[config.mk]
export PLATFORM = sky130hd
export DESIGN_NAME = instruction_fetch_unit
export DESIGN_NICKNAME = d
export VERILOG_FILES = /design/src/rtl/instruction_fetch_unit_pkg.sv /design/src/rtl/instruction_fetch_unit_fetch_pc_gen.sv /design/src/rtl/instruction_fetch_unit.sv
export SDC_FILE = /design/constraint.sdc
export NUM_CORES = 1
export LEC_CHECK = 0
export ABC_CLOCK_PERIOD_IN_PS = 2400
export CAP_MARGIN = 40
export CELL_PAD_IN_SITES_DETAIL_PLACEMENT = 1
export CELL_PAD_IN_SITES_GLOBAL_PLACEMENT = 1
export CORE_UTILIZATION = 30
export CTS_BUF_LIST = sky130_fd_sc_hd__clkbuf_8
export DETAILED_ROUTE_END_ITERATION = 6
export PLACE_DENSITY = 0.68
export SLEW_MARGIN = 20
export SYNTH_ARGS = -nofsm -noshare
export SYNTH_HDL_FRONTEND = slang
export SYNTH_SLANG_ARGS = --single-unit
[constraint.sdc]
create_clock -name clk -period 2.4 [get_ports clk]
set_input_delay 0.36 -clock clk [delete_from_list [all_inputs] [get_ports clk]]
set_output_delay 0.36 -clock clk [all_outputs]
set_load 0.02 [all_outputs]
[src/rtl/instruction_fetch_unit_pkg.sv]
// Shared constants and types for the instruction fetch stage.
package instruction_fetch_unit_pkg;

    localparam logic [31:0] NOP_INSTR   = 32'h00000013;
    localparam int          PC_INCR     = 4;
    localparam int          IMEM_ADDR_W = 9;

    typedef enum logic [1:0] {
        BOOT = 2'd0,
        RUN  = 2'd1,
        HALT = 2'd2
    } fetch_state_t;

endpackage

[src/rtl/instruction_fetch_unit_fetch_pc_gen.sv]
// Program counter register with next-PC priority: branch redirect, stall hold, sequential advance.
module fetch_pc_gen
    import instruction_fetch_unit_pkg::*;
#(
    parameter int                ADDR_W   = IMEM_ADDR_W,
    parameter logic [ADDR_W-1:0] RESET_PC = '0
) (
    input  logic              clk,
    input  logic              rst_n,
    input  logic              run,
    input  logic              stall,
    input  logic              branch_taken,
    input  logic [ADDR_W-1:0] branch_target,
    output logic [ADDR_W-1:0] pc,
    output logic              misaligned
);

    logic [ADDR_W-1:0] pc_next;

    assign misaligned = branch_taken && (branch_target[1:0] != 2'b00);

    // Redirects always land word-aligned; a misaligned target is truncated on its way to HALT.
    always_comb begin
        pc_next = pc;
        if (run) begin
            if (branch_taken) begin
                pc_next = {branch_target[ADDR_W-1:2], 2'b00};
            end else if (!stall) begin
                pc_next = pc + ADDR_W'(PC_INCR);
            end
        end
    end

    always_ff @(posedge clk or negedge rst_n) begin
        if (!rst_n) begin
            pc <= RESET_PC;
        end else begin
            pc <= pc_next;
        end
    end

endmodule

[src/rtl/instruction_fetch_unit.sv]
// Fetch stage: sequencing FSM, IF/ID pipeline register and fetch counter around fetch_pc_gen.
//   state | meaning
//   BOOT  | first edge after reset; pc holds, IF/ID gets a bubble
//   RUN   | normal fetch with branch/stall/flush priority
//   HALT  | misaligned branch seen; pc frozen, bubbles only, until reset
module instruction_fetch_unit
    import instruction_fetch_unit_pkg::*;
#(
    parameter int                ADDR_W   = IMEM_ADDR_W,
    parameter int                DATA_W   = 32,
    parameter logic [ADDR_W-1:0] RESET_PC = '0
) (
    input  logic              clk,
    input  logic              rst_n,
    input  logic              stall,
    input  logic              flush,
    input  logic              branch_taken,
    input  logic [ADDR_W-1:0] branch_target,
    output logic [ADDR_W-1:0] imem_addr,
    input  logic [DATA_W-1:0] imem_instr,
    output logic [DATA_W-1:0] if_id_instr,
    output logic [ADDR_W-1:0] if_id_pc,
    output logic              if_id_valid,
    output logic              fetch_fault,
    output logic [31:0]       fetch_count
);

    fetch_state_t      state;
    fetch_state_t      state_next;
    logic [ADDR_W-1:0] pc;
    logic              misaligned;
    logic              ifid_load;
    logic              ifid_bubble;

    fetch_pc_gen #(
        .ADDR_W   (ADDR_W),
        .RESET_PC (RESET_PC)
    ) u_pc_gen (
        .clk           (clk),
        .rst_n         (rst_n),
        .run           (state == RUN),
        .stall         (stall),
        .branch_taken  (branch_taken),
        .branch_target (branch_target),
        .pc            (pc),
        .misaligned    (misaligned)
    );

    assign imem_addr = pc;

    always_ff @(posedge clk or negedge rst_n) begin
        if (!rst_n) begin
            state <= BOOT;
        end else begin
            state <= state_next;
        end
    end

    always_comb begin
        state_next = state;
        case (state)
            BOOT:    state_next = RUN;
            RUN:     if (misaligned) state_next = HALT;
            HALT:    state_next = HALT;
            default: state_next = BOOT;
        endcase
    end

    // HALT is only reachable through a misaligned branch, so the sticky fault is the state itself.
    always_comb begin
        ifid_load   = 1'b0;
        ifid_bubble = 1'b0;
        fetch_fault = (state == HALT);
        case (state)
            RUN: begin
                if (branch_taken) begin
                    ifid_bubble = 1'b1;
                end else if (stall) begin
                    ifid_bubble = flush;
                end else if (flush) begin
                    ifid_bubble = 1'b1;
                end else begin
                    ifid_load = 1'b1;
                end
            end
            default: ifid_bubble = 1'b1;
        endcase
    end

    always_ff @(posedge clk or negedge rst_n) begin
        if (!rst_n) begin
            if_id_instr <= DATA_W'(NOP_INSTR);
            if_id_pc    <= '0;
            if_id_valid <= 1'b0;
            fetch_count <= '0;
        end else if (ifid_bubble) begin
            if_id_instr <= DATA_W'(NOP_INSTR);
            if_id_pc    <= '0;
            if_id_valid <= 1'b0;
        end else if (ifid_load) begin
            if_id_instr <= imem_instr;
            if_id_pc    <= pc;
            if_id_valid <= 1'b1;
            fetch_count <= fetch_count + 32'd1;
        end
    end

endmodule

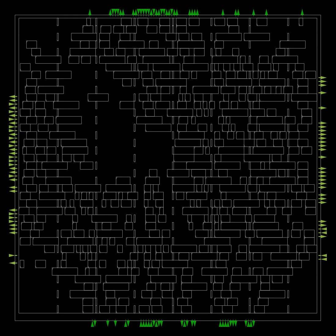
*Cell outlines without signal wires, run 1*
placeable core area: 11,400 um^2
sequential share of cell area: 0.388
Site Rows: 39
count of fill cells added during filler insertion: 1,228
total number of tap cells: 143

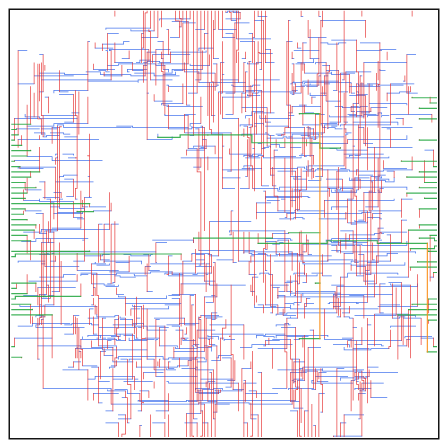
*Metal layers overlaid, run 1*
| colour | layer | wire length |
|---|---|---|
| orange | met4 | 85.7 um |
| red | met2 | 4,620 um |
| green | met3 | 496 um |
| blue | met1 | 3,990 um |

==> flow_summary.ini, run 1 <==
; generated from flow reports
[status]
run_status = completed

[cts]
ctsHtreeMaxLevel = 3
cts-hold-fix-buffers = 1
clkSlewWorstSetupHoldPaths_ps = 90

[synth]
synth-adder-area-share = 0.0179
synth_top_area_share = 0.559
synth-edff-count = 0
ys_sh_mux = 0.00573
netlist.top_cell.by_area = dfrtp_1
area_leaders = dfrtp_1, a22o_1, xnor2_1
yosys_cells = 291
synth_seq_share = 0.581

[layout]
final_cell_area_um2 = 5230
final-instance-count-excl-fill = 573

[detailed_routing]
route.vias.total = 2825
met3RoutedLength_um = 495
m1WireLength_mm = 3.99
dr_wl_met2_mm = 4.62
drcViolationCount = 0
detail_route.first_pass.iterations = 4
detail_route.iter0.violations = 96

[min_path]
holdPathStages = 1

[critical_path]
crit-reg2reg-launch = state[1]
setup.worst_path.class = reg2reg
worst-r2r-setup-slack_ps = 180
worstSetupStartpoint = state[1]
worstPathArrival_ps = 2480
worstSetupEndpointType = flop
start_kind = flop

[power]
power_frac_seq = 0.444
power.clock.fraction = 0.325
switching_power_mw = 1.08
power.static_leakage_nw = 2.28

[timing]
post-route-worst-setup-slack_ps = 180
setup_tns_ps = 0

[grt]
groute.usage.overall = 0.164
maximum_number_of_pins_on_one_net_before_global_route_repair = 45
layer_with_the_highest_usage = met2

[floorplanning]
fp_util = 0.307
fp.dieArea_um2 = 12100
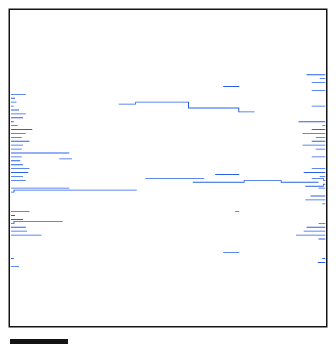
*M3 wires, run 1*
Bar = 20 um.
share of all routed wire: 5.4%
main direction: horizontal
longest straight run: 42.6 um
wire length on this layer: 496 um
nets with wire on the layer: 66

==> run 1: layout make-up <==
| cell class | count | area (um^2) | share of cell area |
|---|---|---|---|
| Sequential cell | 81 | 2030 | 0.388 |
| Timing Repair Buffer | 140 | 1410 | 0.270 |
| Multi-Input combinational cell | 189 | 1350 | 0.258 |
| Tap cell | 143 | 179 | 0.0342 |
| Clock buffer | 9 | 124 | 0.0237 |
| Clock inverter | 7 | 119 | 0.0227 |
| Inverter | 4 | 15.0 | 0.00287 |
==> run 1: logic make-up (layout without fill, tap and decap cells) <==
kind of cell,Yosys count,in the layout
AND/OR/NAND/NOR,91,91
flip-flops,81,81
AND-OR/OR-AND,56,56
XOR/XNOR,31,31
buffers and inverters,24,160
adder cells (fa/ha/maj),5,5
multiplexers,2,2
other,1,4
### Close-up of the layout, run 1

Window x 35 to 75, y 13 to 53 um. Cells in grey, sequential cells in the stronger grey; small squares are vias.
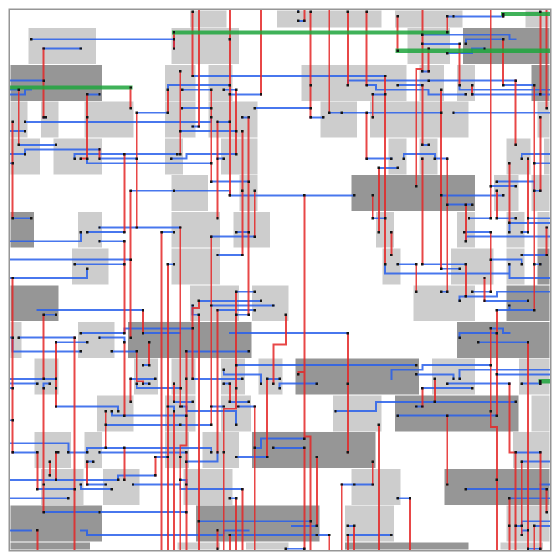

## Run 2: what changed since run 1
--- a/config.mk
+++ b/config.mk
@@ -13,7 +13,9 @@
 export CTS_BUF_LIST = sky130_fd_sc_hd__clkbuf_8
 export DETAILED_ROUTE_END_ITERATION = 6
 export PLACE_DENSITY = 0.68
+export SETUP_SLACK_MARGIN = 0.5
 export SLEW_MARGIN = 20
 export SYNTH_ARGS = -nofsm -noshare
 export SYNTH_HDL_FRONTEND = slang
+export SYNTH_HIERARCHICAL = 1
 export SYNTH_SLANG_ARGS = --single-unit
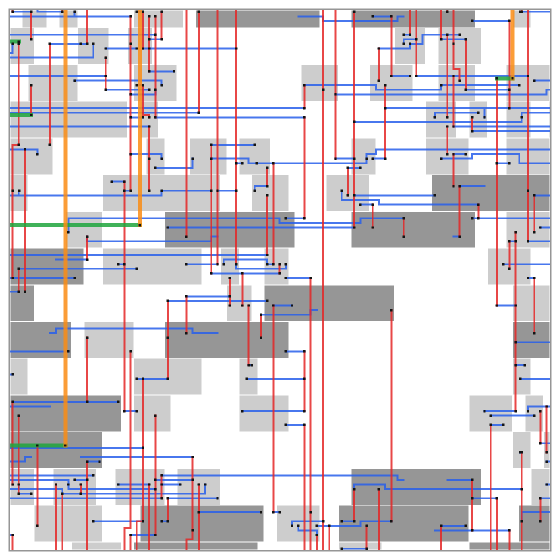
*Close-up of the layout, run 2*
Window x 35 to 75, y 13 to 53 um. Cells in grey, sequential cells in the stronger grey; small squares are vias.
| colour | layer |
|---|---|
| red | met2 |
| green | met3 |
| blue | met1 |
| orange | met4 |
cells with their middle in the window: 60
most frequent: dfrtp_1 (6), buf_4 (6)
netlist names of flops here include: if_id_instr (6), fetch_count (2), u_pc_gen/pc (2)
sequential cells in the window: 11

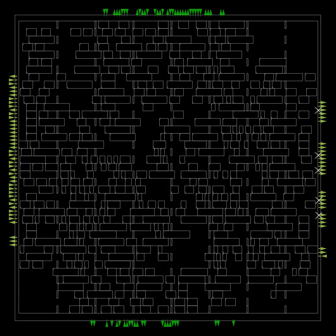
*Cell outlines without signal wires, run 2*
placeable core area: 11,500 um^2
number of non-filler instances in the completed layout: 590
sequential cell count: 83

==> run 2 against run 1 <==
Net effect:
- the flow now finishes with violations (design-rule violations)
- clock skew decreased by 4.6 ps
- largest power group unchanged
- sequential share of layout area decreased by 0.12 points
- die area increased by 2.0%
- register-to-register slack improved by 110 ps
- utilization increased by 0.85 points
- final cell count increased by 3.0%
==> flow_summary.ini, run 2 <==
; generated from flow reports
[status]
run_status = complete, but fails checks
violations = design-rule violations

[power]
switching_power_mw = 1.15
power_frac_seq = 0.463
power.static_leakage_nw = 2.33
power.clock.fraction = 0.276

[detailed_routing]
m1WireLength_mm = 4.47
met3RoutedLength_um = 566
route.vias.total = 2965
detail_route.first_pass.iterations = 6
drcViolationCount = 10
dr_wl_met2_mm = 4.88

[critical_path]
worstSetupStartpoint = state[1]
start_kind = flop
setup.worst_path.class = reg2reg
worstPathArrival_ps = 2390
worstSetupEndpointType = flop
worst-r2r-setup-slack_ps = 290

[cts]
clkSlewWorstSetupHoldPaths_ps = 80
ctsHtreeMaxLevel = 3
cts-hold-fix-buffers = 1

[synth]
synth-edff-count = 0
synth_seq_share = 0.584
netlist.top_cell.by_area = dfrtp_1
synth-adder-area-share = 0.0176
ys_sh_mux = 0.00597
area_leaders = dfrtp_1, a22o_1, xnor2_1
yosys_cells = 298
synth_top_area_share = 0.562

[min_path]
holdPathStages = 1

[floorplanning]
row_count = 39
fp_util = 0.309

[layout]
final_cell_area_um2 = 5390
regArea_um2 = 2090
n_fill_cell = 1267

[grt]
maximum_number_of_pins_on_one_net_before_global_route_repair = 44
groute.usage.overall = 0.172

[timing]
setup_tns_ps = 0
==> run 2: metal layers <==
metal / GRT usage / up-vias
li1: - / 1360
met2: 0.287 / 79
met1: 0.215 / 1517
met5: 0 / -
met3: 0.0421 / 9
met4: 0.0621 / 0
==> run 2: stage by stage <==
step	util	setup slack, ps	hold WS, ps
after floorplan	-	241	64.4
after global placement	0.442	-18.6	390
after detailed placement	0.442	-40.2	393
after CTS	0.465	295	484
after global routing	0.468	241	501
final	0.468	287	475
==> run 2: cell type report <==
type,instances,area share
multi-input combinational,193,0.271
clock inverter,5,0.00858
clock buffer,11,0.0281
tap,143,0.0332
sequential,83,0.387
inverter,8,0.00557
timing repair buffer,147,0.267
Power and IR drop assume default switching activity.
